--- src/rtl/alu_pkg.sv ---
// Shared ALU op codes and default widths for the execute-stage controller.
package alu_pkg;

  localparam int unsigned ALU_DATA_W = 32;
  localparam int unsigned ALU_REG_W  = 5;
  localparam int unsigned ALU_OP_W   = 6;

  localparam logic [ALU_OP_W-1:0] ALU_NOP   = 6'd0;
  localparam logic [ALU_OP_W-1:0] ALU_ADD   = 6'd1;
  localparam logic [ALU_OP_W-1:0] ALU_SUB   = 6'd2;
  localparam logic [ALU_OP_W-1:0] ALU_STORE = 6'd3;
  localparam logic [ALU_OP_W-1:0] ALU_LOAD  = 6'd4;

endpackage

--- src/rtl/alu_fwd_mux.sv ---
// One source-operand forwarding selector: EX/MEM beats WB beats the register file.
module alu_fwd_mux
  import alu_pkg::*;
#(
  parameter int unsigned DATA_W = ALU_DATA_W,
  parameter int unsigned REG_W  = ALU_REG_W
) (
  input  logic [REG_W-1:0]  idx,
  input  logic [DATA_W-1:0] rf_val,
  input  logic              ex_hit_en,
  input  logic [REG_W-1:0]  ex_rd,
  input  logic [DATA_W-1:0] ex_data,
  input  logic              wb_en,
  input  logic [REG_W-1:0]  wb_rd,
  input  logic [DATA_W-1:0] wb_data,
  output logic [DATA_W-1:0] operand
);

  // r0 is never forwarded so a discarded write to it cannot leak through.
  always_comb begin
    operand = rf_val;
    if (idx != '0) begin
      if (ex_hit_en && (ex_rd == idx)) begin
        operand = ex_data;
      end else if (wb_en && (wb_rd == idx)) begin
        operand = wb_data;
      end
    end
  end

endmodule

--- src/rtl/alu_issue_ctrl.sv ---
// Execute-stage issue controller: forwards operands, drives the shared ALU,
// registers its result into EX/MEM and holds consumers of loads.
module alu_issue_ctrl
  import alu_pkg::*;
#(
  parameter int unsigned DATA_W           = ALU_DATA_W,
  parameter int unsigned REG_W            = ALU_REG_W,
  parameter int unsigned OP_W             = ALU_OP_W,
  parameter int unsigned LOAD_USE_BUBBLES = 1
) (
  input  logic              clk,
  input  logic              rst_n,
  input  logic              id_valid,
  output logic              id_ready,
  input  logic [OP_W-1:0]   id_op,
  input  logic [REG_W-1:0]  id_rs,
  input  logic [REG_W-1:0]  id_rt,
  input  logic [REG_W-1:0]  id_rd,
  input  logic [DATA_W-1:0] id_rs_val,
  input  logic [DATA_W-1:0] id_rt_val,
  input  logic [DATA_W-1:0] id_imm,
  input  logic              id_wr_en,
  input  logic              wb_wr_en,
  input  logic [REG_W-1:0]  wb_rd,
  input  logic [DATA_W-1:0] wb_data,
  output logic [DATA_W-1:0] alu_a,
  output logic [DATA_W-1:0] alu_b,
  output logic [DATA_W-1:0] alu_imm,
  output logic [OP_W-1:0]   alu_ctrl,
  input  logic [DATA_W-1:0] alu_result,
  output logic              ex_valid,
  input  logic              ex_ready,
  output logic [DATA_W-1:0] ex_result,
  output logic [DATA_W-1:0] ex_store_data,
  output logic [REG_W-1:0]  ex_rd,
  output logic              ex_wr_en,
  output logic [OP_W-1:0]   ex_op
);

  localparam logic [2:0] BubbleLoad = 3'(LOAD_USE_BUBBLES);

  logic [2:0]        cnt_q;
  logic [REG_W-1:0]  pend_rd_q;
  logic [DATA_W-1:0] opnd_rs, opnd_rt;
  logic              ex_is_load, ex_fwd_en;
  logic              load_in_ex, load_pend, hazard;
  logic              accept, drain;

  // A load's EX/MEM value is an address, never data, so it is not forwarded.
  assign ex_is_load = ex_wr_en && (ex_op == OP_W'(ALU_LOAD));
  assign ex_fwd_en  = ex_valid && ex_wr_en && (ex_op != OP_W'(ALU_LOAD));

  alu_fwd_mux #(.DATA_W(DATA_W), .REG_W(REG_W)) u_fwd_rs (
    .idx       (id_rs),
    .rf_val    (id_rs_val),
    .ex_hit_en (ex_fwd_en),
    .ex_rd     (ex_rd),
    .ex_data   (ex_result),
    .wb_en     (wb_wr_en),
    .wb_rd     (wb_rd),
    .wb_data   (wb_data),
    .operand   (opnd_rs)
  );

  alu_fwd_mux #(.DATA_W(DATA_W), .REG_W(REG_W)) u_fwd_rt (
    .idx       (id_rt),
    .rf_val    (id_rt_val),
    .ex_hit_en (ex_fwd_en),
    .ex_rd     (ex_rd),
    .ex_data   (ex_result),
    .wb_en     (wb_wr_en),
    .wb_rd     (wb_rd),
    .wb_data   (wb_data),
    .operand   (opnd_rt)
  );

  assign load_in_ex = ex_valid && ex_is_load && (ex_rd != '0) &&
                      ((ex_rd == id_rs) || (ex_rd == id_rt));
  assign load_pend  = (cnt_q != '0) && (pend_rd_q != '0) &&
                      ((pend_rd_q == id_rs) || (pend_rd_q == id_rt));
  assign hazard     = load_in_ex || load_pend;

  assign id_ready = rst_n && !hazard && (!ex_valid || ex_ready);
  assign accept   = id_valid && id_ready;
  assign drain    = ex_valid && ex_ready;

  assign alu_a    = opnd_rs;
  assign alu_b    = opnd_rt;
  assign alu_imm  = id_imm;
  assign alu_ctrl = accept ? id_op : OP_W'(ALU_NOP);

  always_ff @(posedge clk or negedge rst_n) begin
    if (!rst_n) begin
      ex_valid      <= 1'b0;
      ex_result     <= '0;
      ex_store_data <= '0;
      ex_rd         <= '0;
      ex_wr_en      <= 1'b0;
      ex_op         <= '0;
      cnt_q         <= '0;
      pend_rd_q     <= '0;
    end else begin
      if (accept) begin
        // A NOP is consumed without occupying EX/MEM.
        ex_valid      <= (id_op != OP_W'(ALU_NOP));
        ex_result     <= alu_result;
        ex_store_data <= opnd_rt;
        ex_rd         <= id_rd;
        ex_wr_en      <= id_wr_en;
        ex_op         <= id_op;
      end else if (drain) begin
        ex_valid <= 1'b0;
      end

      if (drain && ex_is_load) begin
        cnt_q     <= BubbleLoad;
        pend_rd_q <= ex_rd;
      end else if (cnt_q != '0) begin
        cnt_q <= cnt_q - 3'd1;
      end
    end
  end

endmodule
--- config.mk ---
export PLATFORM = sky130hd
export DESIGN_NAME = alu_issue_ctrl
export DESIGN_NICKNAME = d
export VERILOG_FILES = /design/src/rtl/alu_pkg.sv /design/src/rtl/alu_fwd_mux.sv /design/src/rtl/alu_issue_ctrl.sv
export SDC_FILE = /design/constraint.sdc
export NUM_CORES = 1
export LEC_CHECK = 0
export CAP_MARGIN = 20
export CORE_AREA = 2 2 144 146
export DETAILED_ROUTE_END_ITERATION = 6
export DIE_AREA = 0 0 146 148
export PLACE_DENSITY = 0.67
export SLEW_MARGIN = 20
export SYNTH_ARGS = -nofsm -noshare
export SYNTH_HDL_FRONTEND = slang
export SYNTH_SLANG_ARGS = --single-unit
--- constraint.sdc ---
create_clock -name clk -period 3.8 [get_ports clk]
set_input_delay 0.38 -clock clk [delete_from_list [all_inputs] [get_ports clk]]
set_output_delay 0.38 -clock clk [all_outputs]
set_load 0.02 [all_outputs]
Run 1, signal wires on met1:
Supply wires on this layer in grey.
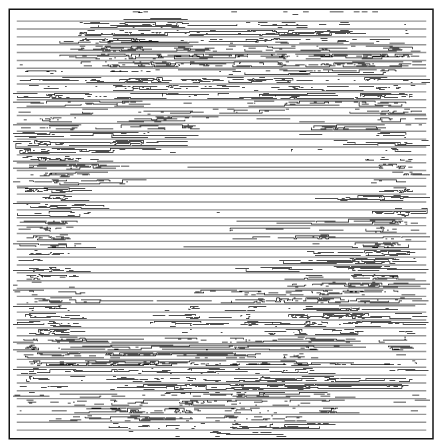
wire length on this layer: 9,500 µm
longest straight run: 66.7 µm
share of all routed wire: 41%
nets with wire on the layer: 844
met1 Use GR: 26.06%
Routed WL: 22,980 µm
Via Count: 5,418

Run 1, metal 2:
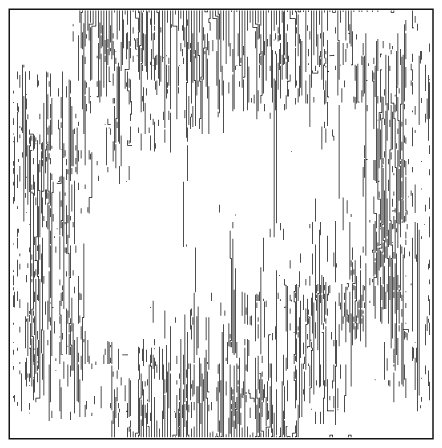
share of all routed wire: 47%
longest straight run: 76.8 µm
nets with wire on the layer: 860
main direction: vertical
met2 Use GR: 34.81%

Run 1, the metal 3 layer:
The bar under the picture is 50 µm long. Cells faint in the background.
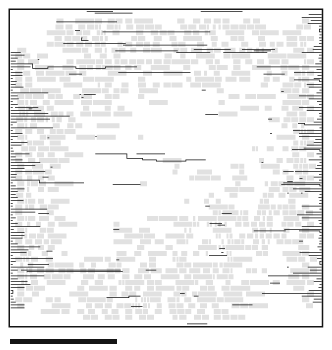
wire length on this layer: 1,830 µm
main direction: horizontal
share of all routed wire: 8.0%
longest straight run: 50.1 µm
nets with wire on the layer: 208
met3 Use GR: 4.877%

==> run summary, run 1 <==
impl run done, here's what came out: status=completed, Tightest Hold Check Type=primary input to async pin, yosys cell count=536, fin util=47.12%, final instance area=9443 µm², Net Sw Power=1.275 mW, Non-clock buffer share=35.26%, Layout fillers=1,886, GRT Overall Usage=20.94%, met3 WL post-DR=1834 µm, Final nets=1,002, root buf cell=clkbuf_16, WP data required=3.42 ns, Top cell excl fill/tap=clkdlybuf4s50_1, WS Path Type=primary input to output pin, routed wl met2=about 11,000 µm, max-slew violations=0, CTS buffer count=9, vias in the first global route=5,848, drt first pass iters=4, clock share of power=between 20 and 25%, clock sinks=~85, mux frac, synth=23.07%, Yosys Chip Area=5906 µm², I/O pin cnt=around 370, cell depth of the worst setup path=8, top_reg_cell synth=dfrtp_1, Reg-to-Reg Start=ex_op[5], routability cong.=0.8445, clk latency late pin=0.35 ns, Sw Share=34.06%, IO Port Bufs=307, Row Count=between 50 and 60, # clk buffers=11, 1st-iter DRT viols=206, WL met1=9494 µm, worst setup path end=alu_b[25], pre-CTS setup slack=between 0.15 and 0.2 ns, Tool Warnings=27, combinational fraction of the cell area=about a third, most frequent cells in the layout=298 x clkdlybuf4s50_1, 85 x dfrtp_1, 53 x nand2_1, 53 x mux2_4, Core Box Area=20,040 µm², num sequential=85, RSZ-0062 raised after global routing=false, clk_skew=0.01270 ns, CP Capture Type=output pin
==> run 1: Yosys cell counts (all sizes together), types with 2 or more instances <==
cell type / number / area (µm²)
dfrtp: 85 / 2127
mux2: 74 / 1032
nand2: 55 / 214.0
buf: 51 / 407.9
mux2i: 33 / 330.3
o21ai: 33 / 165.2
a22oi: 32 / 240.2
a2bb2oi: 32 / 374.1
nand4b: 32 / 280.3
clkbuf: 23 / 86.33
xnor2: 22 / 192.7
nor2: 11 / 41.29
xor2: 9 / 78.83
inv: 7 / 26.28
nand3: 5 / 25.02
nor3: 4 / 31.28
and3: 3 / 21.27
nor4: 3 / 31.28
o22ai: 3 / 18.77
or4: 3 / 22.52
a21o: 2 / 15.01
a21oi: 2 / 10.01
ha: 2 / 25.02
nand4: 2 / 12.51
Run 1, the clock network:
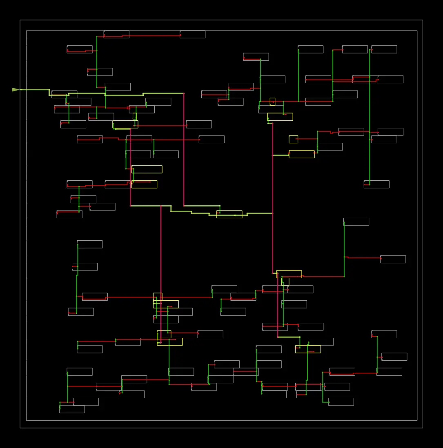

--- run 2 (diff from run 1) ---
CAP_MARGIN = unset   (was 20)
DONT_BUFFER_PORTS = 1   (was unset)
PLACE_DENSITY = 0.43   (was 0.67)
TNS_END_PERCENT = 20   (was unset)
Run 2, the clock network:
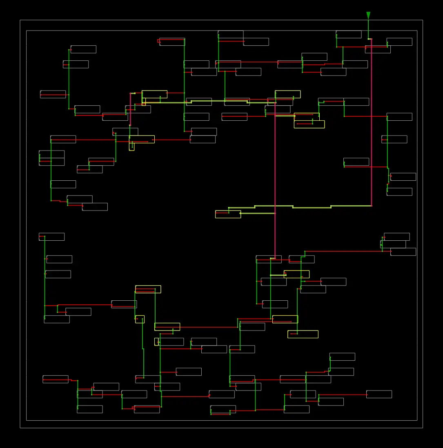
Clk. pwr: 0.956 mW
CTS buffer count: 9
num sequential: 85
# clk buffers: 11
clk_skew: 0.01073 ns

Run 2, M4 wires:
Supply wires on this layer in grey. Cells faint in the background.
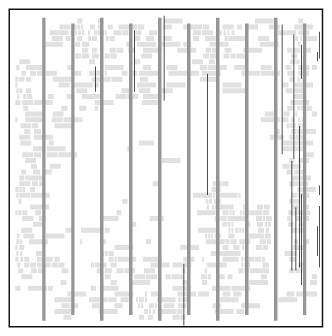
nets with wire on the layer: 16
share of all routed wire: 2.7%
longest straight run: 66.0 µm
main direction: vertical
Routed WL: 20,230 µm
Via Count: 4,364

==> run 2 against run 1 <==
Cell count down 27%. Count of clock-buffer cells in the layout unchanged. Power down 15%. Register-to-register slack worse by 0.06 ns. Cell area down 31%. First-iteration DRC count up 28%. Sequential share of layout area up 10 points. Worst setup slack better by 0.12 ns.
==> run summary, run 2 <==
impl run done, here's what came out: status=completed, met3 Use GR=5.494%, RSZ-0062 raised after global routing=false, fin util=around a third, Tightest Hold Check Type=primary input to register, Reg-to-Reg Start=ex_rd[1], Layout fillers=2,087, area leader, netlist=dfrtp_1, worst setup path end=alu_a[27], Row Count=around 52, Tool Warnings=27, most numerous cell in the Yosys netlist=dfrtp_1, top_reg_cell synth=dfrtp_1, WS Path Type=register to output pin, top post-synthesis cells by count=85 x dfrtp_1, 54 x nand2_1, 53 x mux2_4, 34 x buf_4, 33 x mux2i_1, vias in the first global route=4,733, pre-CTS setup slack=roughly 0.6 ns, Final nets=714, root buf cell=clkbuf_16, met2 Use GR=30.14%, mux frac, synth=23.07%, IO Port Bufs=0, drt first pass iters=6, Top cell excl fill/tap=dfrtp_1, Top-area cell share=36.02%, cell depth of the worst setup path=7, yosys cell count=536, max-slew violations=0, GRT Overall Usage=18.12%, clock sinks=85, 1st-iter DRT viols=264
[run 2: cell type report]
| class | count | area share (%) |
|---|---|---|
| inverters | 7 | 0.4045 |
| well taps | 270 | 5.200 |
| flip-flops and latches | 85 | 32.74 |
| clock buffers | 11 | 3.582 |
| repair buffers | 47 | 5.971 |
| multi-input cells | 370 | 50.96 |
| clock inverters | 4 | 1.136 |
[run 2: where the power goes]
group,switching [mW],internal (mW),total [mW],leakage [nW]
Clock,0.382,0.574,0.956,0.150
Combinational,0.342,0.379,0.721,1.83
Sequential,0.421,1.09,1.51,1.01
Total,1.15,2.04,3.19,2.99
[run 2: timing repair]
| action | CTS | global route |
|---|---|---|
| hold buffers | 2 | 0 |
| hold endpoints to repair | 85 | 0 |
| buffers inserted | 0 | 0 |
Run 2, metal 2:
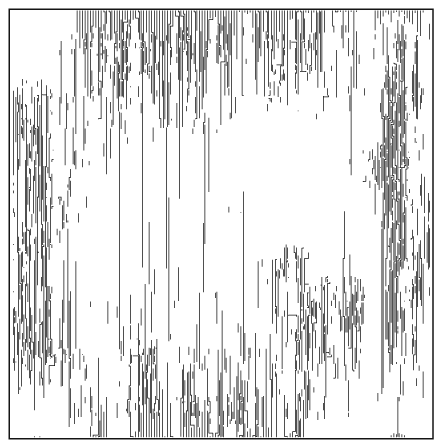

--- run 3 (diff from run 2) ---
--- a/config.mk
+++ b/config.mk
@@ -6,4 +6,5 @@
 export NUM_CORES = 1
 export LEC_CHECK = 0
+export ABC_CLOCK_PERIOD_IN_PS = 3800
 export CORE_AREA = 2 2 144 146
 export DETAILED_ROUTE_END_ITERATION = 6
@@ -11,4 +12,5 @@
 export DONT_BUFFER_PORTS = 1
 export PLACE_DENSITY = 0.43
+export SKIP_LAST_GASP = 1
 export SLEW_MARGIN = 20
 export SYNTH_ARGS = -nofsm -noshare
==> constraint.sdc (replaced) <==
create_clock -name clk -period 3.8 [get_ports clk]
set_input_delay 0.38 -clock clk [delete_from_list [all_inputs] [get_ports clk]]
set_output_delay 0.38 -clock clk [all_outputs]
set_load 0.005 [all_outputs]
Run 3, metal 2:
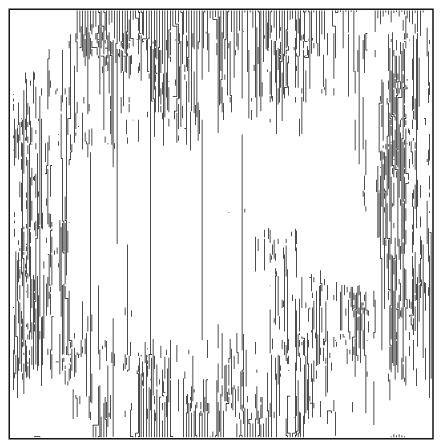
wire length on this layer: 9,990 µm
share of all routed wire: 49%
main direction: vertical
Routed WL: 20,410 µm
met2 Use GR: 30.61%

==> run 3 against run 2 <==
Critical path depth decreased by 1. Area after synthesis is the same. Flip-flop count unchanged. Count of clock-buffer cells in the layout shrank 1. First-iteration DRC count shrank 15%. Sequential power decreased by about 10%. Register-to-register slack is essentially flat. Critical path type unchanged. Critical endpoint is now alu_b[24]. Largest power group unchanged.
==> run summary, run 3 <==
impl run done, here's what came out: Clk. pwr=0.844 mW, CTS buffer count=9, Reg-to-Reg Start=ex_op[5], top post-synthesis cells by count=85 x dfrtp_1, 54 x nand2_1, 53 x mux2_4, 34 x buf_4, 33 x mux2i_1, WL met1=7881 µm, WS Path Type=register to output pin, vias in the first global route=4,643, number of buffers inserted by hold repair at cts=2, Top cell excl fill/tap=dfrtp_1, CP Capture Type=output pin, Row Count=52, Top area cell types=dfrtp_1 36%, mux2_4 13%, mux2i_1 5.6%, nand4b_1 4.7%, buf_4 4.3%, Final nets=686, top_reg_cell synth=dfrtp_1, Sw Share=32.36%, GRT Overall Usage=18.14%, Tool Warnings=27, met3 WL post-DR=1913 µm, max-slew violations=0, most numerous cell in the Yosys netlist=dfrtp_1, Tightest Hold Check Type=primary input to register, status=completed, area leader, netlist=dfrtp_1, clk_skew=0.01213 ns, cell-internal power=between 1.5 and 2 mW, routed wl met2=9989 µm, Layout fillers=2,090, 1st-iter DRT viols=225, clock sinks=85, seq pwr=1.33 mW, drt first pass iters=5, Top-area cell share=36.02%, yosys cell count=536, routability cong.=about 0.80, clock share of power=30.1%, cell depth of the worst setup path=6, most frequent cells in the layout=85 x dfrtp_1, 53 x nand2_1, 53 x mux2_4, WP data required=between 3 and 4 ns, top power group=registers, IO Port Bufs=0, RSZ-0062 raised after global routing=false, comb pwr=0.631 mW, postcts setup bufs=0, pre-CTS setup slack=0.8250 ns
Run 3, the metal 3 layer:
The bar under the picture is 50 µm long. Cells faint in the background.
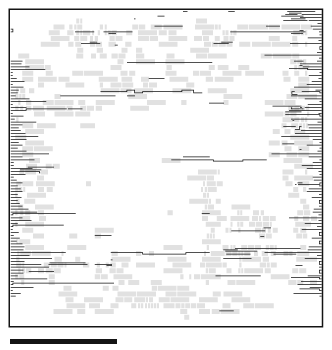
wire length on this layer: 1,910 µm
main direction: horizontal
longest straight run: 47.2 µm
share of all routed wire: 9.4%
nets with wire on the layer: 206
met3 Use GR: 5.772%
Via Count: 4,277

[run 3: cell types whose count changed in the layout (fill, tap and decap cells not counted), sizes merged]
cell / delta
bufinv: -2
clkinvlp: +1
inv: +1
clkinv: +2
clkbuf: -1
buf: -28
[run 3: area by class of cell]
class,instances,area share (%)
Multi-Input combinational cell,370,52.81
Inverter,7,0.4192
Sequential cell,85,33.93
Timing Repair Buffer,19,3.034
Clock buffer,10,3.653
Tap cell,270,5.389
Clock inverter,6,0.7585
[run 3: per-stage QoR]
stage / util (%) / total power [mW]
after floorplan: - / 1.808
after global placement: 29.71 / 1.945
after detailed placement: 29.71 / 1.960
after CTS: 31.28 / 2.844
after global routing: 31.28 / 2.970
final: 31.28 / 2.802
Power and IR drop assume default switching activity.
